File: config.mk
export PLATFORM = sky130hd
export DESIGN_NAME = popcount21_char
export DESIGN_NICKNAME = d
export VERILOG_FILES = /design/src/rtl/popcount21_char.sv
export SDC_FILE = /design/constraint.sdc
export NUM_CORES = 1
export LEC_CHECK = 0
export CAP_MARGIN = 5
export CORE_UTILIZATION = 44
export CTS_BUF_LIST = sky130_fd_sc_hd__clkbuf_16
export DETAILED_ROUTE_END_ITERATION = 7
export PLACE_DENSITY = 0.78
export SETUP_SLACK_MARGIN = 0.02
export SLEW_MARGIN = 10
export SYNTH_ARGS = -nofsm -noshare
export SYNTH_HDL_FRONTEND = slang
export SYNTH_SLANG_ARGS = --single-unit
File: constraint.sdc
create_clock -name clk -period 4.1 [get_ports clk]
set_input_delay 0.615 -clock clk [delete_from_list [all_inputs] [get_ports clk]]
set_output_delay 0.615 -clock clk [all_outputs]
set_load 0.02 [all_outputs]
File: src/rtl/popcount21_char.sv
// popcount21_char: exhaustive error-characterisation engine for an external
// N_IN-input approximate popcount candidate. Sweeps every input vector,
// compares the candidate count with the exact count through a two-stage
// pipeline and accumulates the MAE numerator, the worst-case error and the
// number of erroneous vectors.
// Optional feature: define POPCOUNT_CHAR_BIAS_EN to add the signed err_bias
// accumulator of (approx - exact).
module popcount21_char #(
  parameter int N_IN  = 21,
  parameter int W_OUT = 5
) (
  input  logic                      clk,
  input  logic                      rst_n,
  input  logic                      start,
  output logic [N_IN-1:0]           pc_in,
  input  logic [W_OUT-1:0]          pc_out,
  output logic                      busy,
  output logic                      done,
  output logic [N_IN+W_OUT-1:0]     err_sum,
  output logic [W_OUT-1:0]          wce,
  output logic [N_IN:0]             err_cnt
`ifdef POPCOUNT_CHAR_BIAS_EN
  ,
  output logic signed [N_IN+W_OUT:0] err_bias
`endif
);

  localparam int CW = $clog2(N_IN + 1);

  typedef enum logic [1:0] {
    S_IDLE  = 2'd0,
    S_RUN   = 2'd1,
    S_DRAIN = 2'd2,
    S_DONE  = 2'd3
  } state_t;

  // Exact population count, zero-extended to the candidate width.
  function automatic logic [W_OUT-1:0] exact_count(input logic [N_IN-1:0] v);
    logic [CW-1:0] c;
    c = '0;
    for (int i = 0; i < N_IN; i++) begin
      c = c + CW'(v[i]);
    end
    return W_OUT'(c);
  endfunction

  state_t                  state_q, state_d;
  logic [N_IN-1:0]         vec_q, vec_d;
  logic                    drain_q, drain_d;
  logic                    busy_q, busy_d;
  logic                    done_q, done_d;
  logic                    clear_s;
  logic                    s1_valid_q, s1_valid_d;
  logic [W_OUT-1:0]        s1_approx_q, s1_approx_d;
  logic [W_OUT-1:0]        s1_exact_q, s1_exact_d;
  logic [W_OUT-1:0]        diff_abs_s;
  logic [N_IN+W_OUT-1:0]   err_sum_q, err_sum_d;
  logic [W_OUT-1:0]        wce_q, wce_d;
  logic [N_IN:0]           err_cnt_q, err_cnt_d;
`ifdef POPCOUNT_CHAR_BIAS_EN
  logic signed [W_OUT:0]       diff_signed_s;
  logic signed [N_IN+W_OUT:0]  bias_q, bias_d;
`endif

  // Sequencer: vector sweep, two-cycle drain and start handling.
  always_comb begin
    state_d = state_q;
    vec_d   = vec_q;
    drain_d = drain_q;
    clear_s = 1'b0;
    case (state_q)
      S_IDLE, S_DONE: begin
        if (start) begin
          state_d = S_RUN;
          vec_d   = '0;
          clear_s = 1'b1;
        end else begin
          state_d = state_q;
        end
      end
      S_RUN: begin
        if (vec_q == {N_IN{1'b1}}) begin
          state_d = S_DRAIN;
          drain_d = 1'b0;
        end else begin
          vec_d = vec_q + {{(N_IN-1){1'b0}}, 1'b1};
        end
      end
      S_DRAIN: begin
        if (drain_q) begin
          state_d = S_DONE;
        end else begin
          drain_d = 1'b1;
        end
      end
      default: begin
        state_d = S_IDLE;
        vec_d   = '0;
      end
    endcase
    busy_d = (state_d == S_RUN) || (state_d == S_DRAIN);
    done_d = (state_d == S_DONE);
  end

  // Pipeline: S1 captures the candidate and exact counts, S2 accumulates.
  always_comb begin
    s1_valid_d  = (state_q == S_RUN) && !clear_s;
    s1_approx_d = pc_out;
    s1_exact_d  = exact_count(vec_q);
    if (s1_approx_q >= s1_exact_q) begin
      diff_abs_s = s1_approx_q - s1_exact_q;
    end else begin
      diff_abs_s = s1_exact_q - s1_approx_q;
    end
    err_sum_d = err_sum_q;
    wce_d     = wce_q;
    err_cnt_d = err_cnt_q;
`ifdef POPCOUNT_CHAR_BIAS_EN
    diff_signed_s = $signed({1'b0, s1_approx_q}) - $signed({1'b0, s1_exact_q});
    bias_d        = bias_q;
`endif
    if (clear_s) begin
      err_sum_d = '0;
      wce_d     = '0;
      err_cnt_d = '0;
`ifdef POPCOUNT_CHAR_BIAS_EN
      bias_d    = '0;
`endif
    end else if (s1_valid_q) begin
      err_sum_d = err_sum_q + (N_IN+W_OUT)'(diff_abs_s);
      wce_d     = (diff_abs_s > wce_q) ? diff_abs_s : wce_q;
      err_cnt_d = err_cnt_q + (N_IN+1)'(diff_abs_s != '0);
`ifdef POPCOUNT_CHAR_BIAS_EN
      bias_d    = bias_q + {{N_IN{diff_signed_s[W_OUT]}}, diff_signed_s};
`endif
    end else begin
      err_sum_d = err_sum_q;
    end
  end

  // State, sweep and accumulator registers with asynchronous reset.
  always_ff @(posedge clk or negedge rst_n) begin
    if (!rst_n) begin
      state_q     <= S_IDLE;
      vec_q       <= '0;
      drain_q     <= 1'b0;
      busy_q      <= 1'b0;
      done_q      <= 1'b0;
      s1_valid_q  <= 1'b0;
      s1_approx_q <= '0;
      s1_exact_q  <= '0;
      err_sum_q   <= '0;
      wce_q       <= '0;
      err_cnt_q   <= '0;
`ifdef POPCOUNT_CHAR_BIAS_EN
      bias_q      <= '0;
`endif
    end else begin
      state_q     <= state_d;
      vec_q       <= vec_d;
      drain_q     <= drain_d;
      busy_q      <= busy_d;
      done_q      <= done_d;
      s1_valid_q  <= s1_valid_d;
      s1_approx_q <= s1_approx_d;
      s1_exact_q  <= s1_exact_d;
      err_sum_q   <= err_sum_d;
      wce_q       <= wce_d;
      err_cnt_q   <= err_cnt_d;
`ifdef POPCOUNT_CHAR_BIAS_EN
      bias_q      <= bias_d;
`endif
    end
  end

  // The sweep register doubles as the candidate drive: 0 in IDLE, all-ones
  // after the sweep.
  assign pc_in   = vec_q;
  assign busy    = busy_q;
  assign done    = done_q;
  assign err_sum = err_sum_q;
  assign wce     = wce_q;
  assign err_cnt = err_cnt_q;
`ifdef POPCOUNT_CHAR_BIAS_EN
  assign err_bias = bias_q;
`endif

endmodule

==> flow_summary.toml <==
# physical design summary
[finish]
sh_comb_area = 0.437
largest_reg_flops = 26
layout.cells.non_filler = 887
bufAreaShareNonClock = 0.137
finalCoreUtilization = 0.559
num_antenna_cells = 0
inv_count = 67
regArea_sq_mm = 0.00226
num-fill-cells = 1116
lay_top_cells = "dfrtp_1, clkdlybuf4s50_1, inv_1"
final-comb-area_sq_mm = 0.00307
synthToLayoutAreaGrowth_pct = 24.1
drive_above_1_share = 0.0755
flops = 90
buffers = 100
lay_top_count = "dfrtp_1"
seq_area_frac = 0.322
top_area_cell_class = "combinational gates"
num-multi-input-gates = 443
final_nets = 765
clkCellAreaFrac = 0.0383

[floorplan]
core_region_area_sq_mm = 0.0126
nWellTaps = 172
fp-utilization = 0.450
rows = 41
die_h_microns = 115
die_area_sq_mm = 0.0133
die_w_microns = 115
io-pin-count = 84

[timing]
drv_slew = 0
fin_hold_ws_ns = 0.338
rsz0062_at_grt = "true"
max_freq_mhz = 251
tightest_slew_ns = 1.05
clock_skew_ns = 0.0129
fin_crit_ns = 3.98
relSlewSlack = 0.297
setup_viol = 0
hold_violations = 0
period_used_share = 0.972
tns_ns = 0
setup_ws_ns = 0.115

[logic_synthesis]
ff_type = "dfrtp_1"
syn_avg_cell_area_sq_um = 9.12
yosys-stat-cells = 621
yosys_warnings = 0
synth.distinct_cells = 64
synthAoiAreaFrac = 0.137
largest_area_cell = "dfrtp_1"
ys_seq_elements = 90
postSynthSeqShare = 0.398
synth-edff-count = 0
synth_xor_xnor_area_share = 0.0550
ys_sh_adder = 0.126
synth-simple-area-share = 0.208
ys_sh_mux = 0.0141
synth.top_cells.by_count = "dfrtp_1, inv_1, nor2_1"
netlist_logic_family_top = "simple AND/OR/NAND/NOR gates"
syn-cell-area_sq_mm = 0.00566
top_cell = "dfrtp_1"
yosys_area_sq_mm = 0.00566

[power_and_ir_drop]
powerDensity_mw_per_mm2 = 530
power_leader = "combinational logic"
p_sw_frac = 0.415
power_leakage_uw = 0.00309
p_comb_uw = 1830
p_int_uw = 2180
irDropWorstVdd_uv = 346
pwr-share-clk = 0.207
total_power_uw = 3720
combPwrFrac = 0.490
pwr-share-seq = 0.303
pg_clk_uw = 770
p_switching_uw = 1550

[clock_network]
clk_pin_slew_ns = 0.07
clockBufferDepth = 2
htree_levels = 3
ctsHoldBuffers = 0
cts_sinks = 90
post-cts-setup-buffers = 0
clk_latency_ns = 0.35
cts_inserted_buffers = 9
cts_tree = "built"
post_cts_resized = 1

[global_route]
grt_use_met3 = 0.0424
grt_pass1_vias = 4720
met1_usage = 0.272
grt_pass1_wl_microns = 21900
busiest_layer = "met2"
grt_max_degree = 91
track_usage = 0.209
grtUsageMet2 = 0.340
antenna_found_initial = 0

[setup_path]
crit_path_start = "pc_in[11]"
critical_path_class = "reg2reg"
path_max_fanout = 2
crit_cells = 13
path_buffers = 4
critPathTopFamily = "adder cells"
reg2regPathDepth = 13
crit_path_end_kind = "flop"
cp_slowest_stage_delay_ns = 0.55
timing.critical_path.mode_cell = "fa_1"
worstReg2RegEnd = "s1_exact_q[4]"
r2r-start = "pc_in[11]"
path_cells = "inv_2 -> fa_1 -> inv_2 -> fa_1 -> inv_1 -> fa_1 -> fa_1 -> fa_1 -> fa_2 -> fa_2 -> inv_2 -> a21oi_2 -> o21bai_1"
setup.worst_path.start_class = "flop"
cp.arrival_ns = 4.26
slowest_stage = "fa_1"
crit_end = "s1_exact_q[4]"
cp_data_required_time_ns = 4.38

[placed_design]
dpl_cell_area_sq_mm = 0.00671
dp_hpwl_microns = 9620
port_buffers = 83
gp_congestion = 0.860
place_inst = 868
dp_slack_ns = 0.00463

[drt]
drcViolationCount = 0
drt_iter0_drc = 305
ant_nets = 0
top_layer = "met4"
detail_route.wl_per_cell_microns = 14.9
met2WireLength_microns = 6570
wl_met3_microns = 645
drtPass1Iterations = 5
routed_wl_microns = 13300
detail_route.vias_per_cell = 5.41
num_vias = 4802
m1WireLength_microns = 5770

[worst_hold_path]
holdCritPathClass = "in2async"

[flow_run]
cap_viol_max_count = 0
warnings = 35

[status]
status = "finished clean"
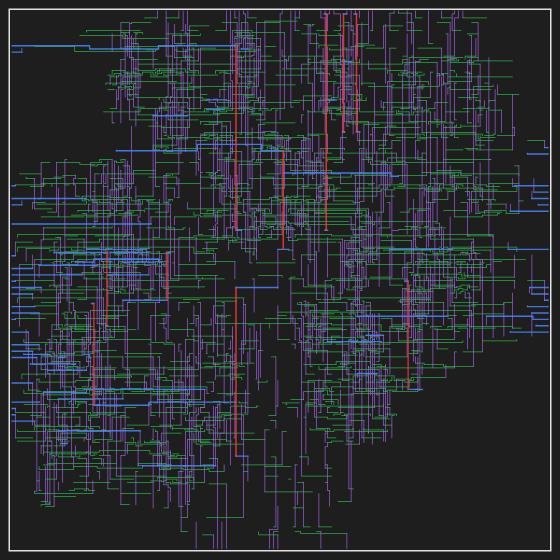
(routed metal, one color a layer)
legend:
  purple:
    layer: M2
    wire_length: 6,570 microns
  green:
    layer: M1
    wire_length: 5,770 microns
  blue:
    layer: M3
    wire_length: 646 microns
  red:
    layer: M4
    wire_length: 264 microns

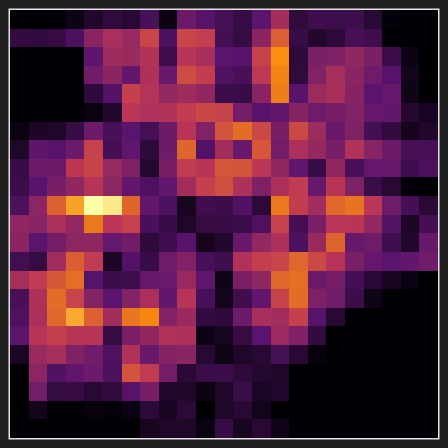
(wiring heat map)
The die is cut into 23 by 23 equal tiles; black is low, pale yellow is high, scaled to the fullest tile. Values are wire area over tile area, all layers added.
nearly empty tiles: 19%
mean over tiles: 0.16
fullest tile: 0.63

No activity file was given, so power comes from the tool's default toggle rates.
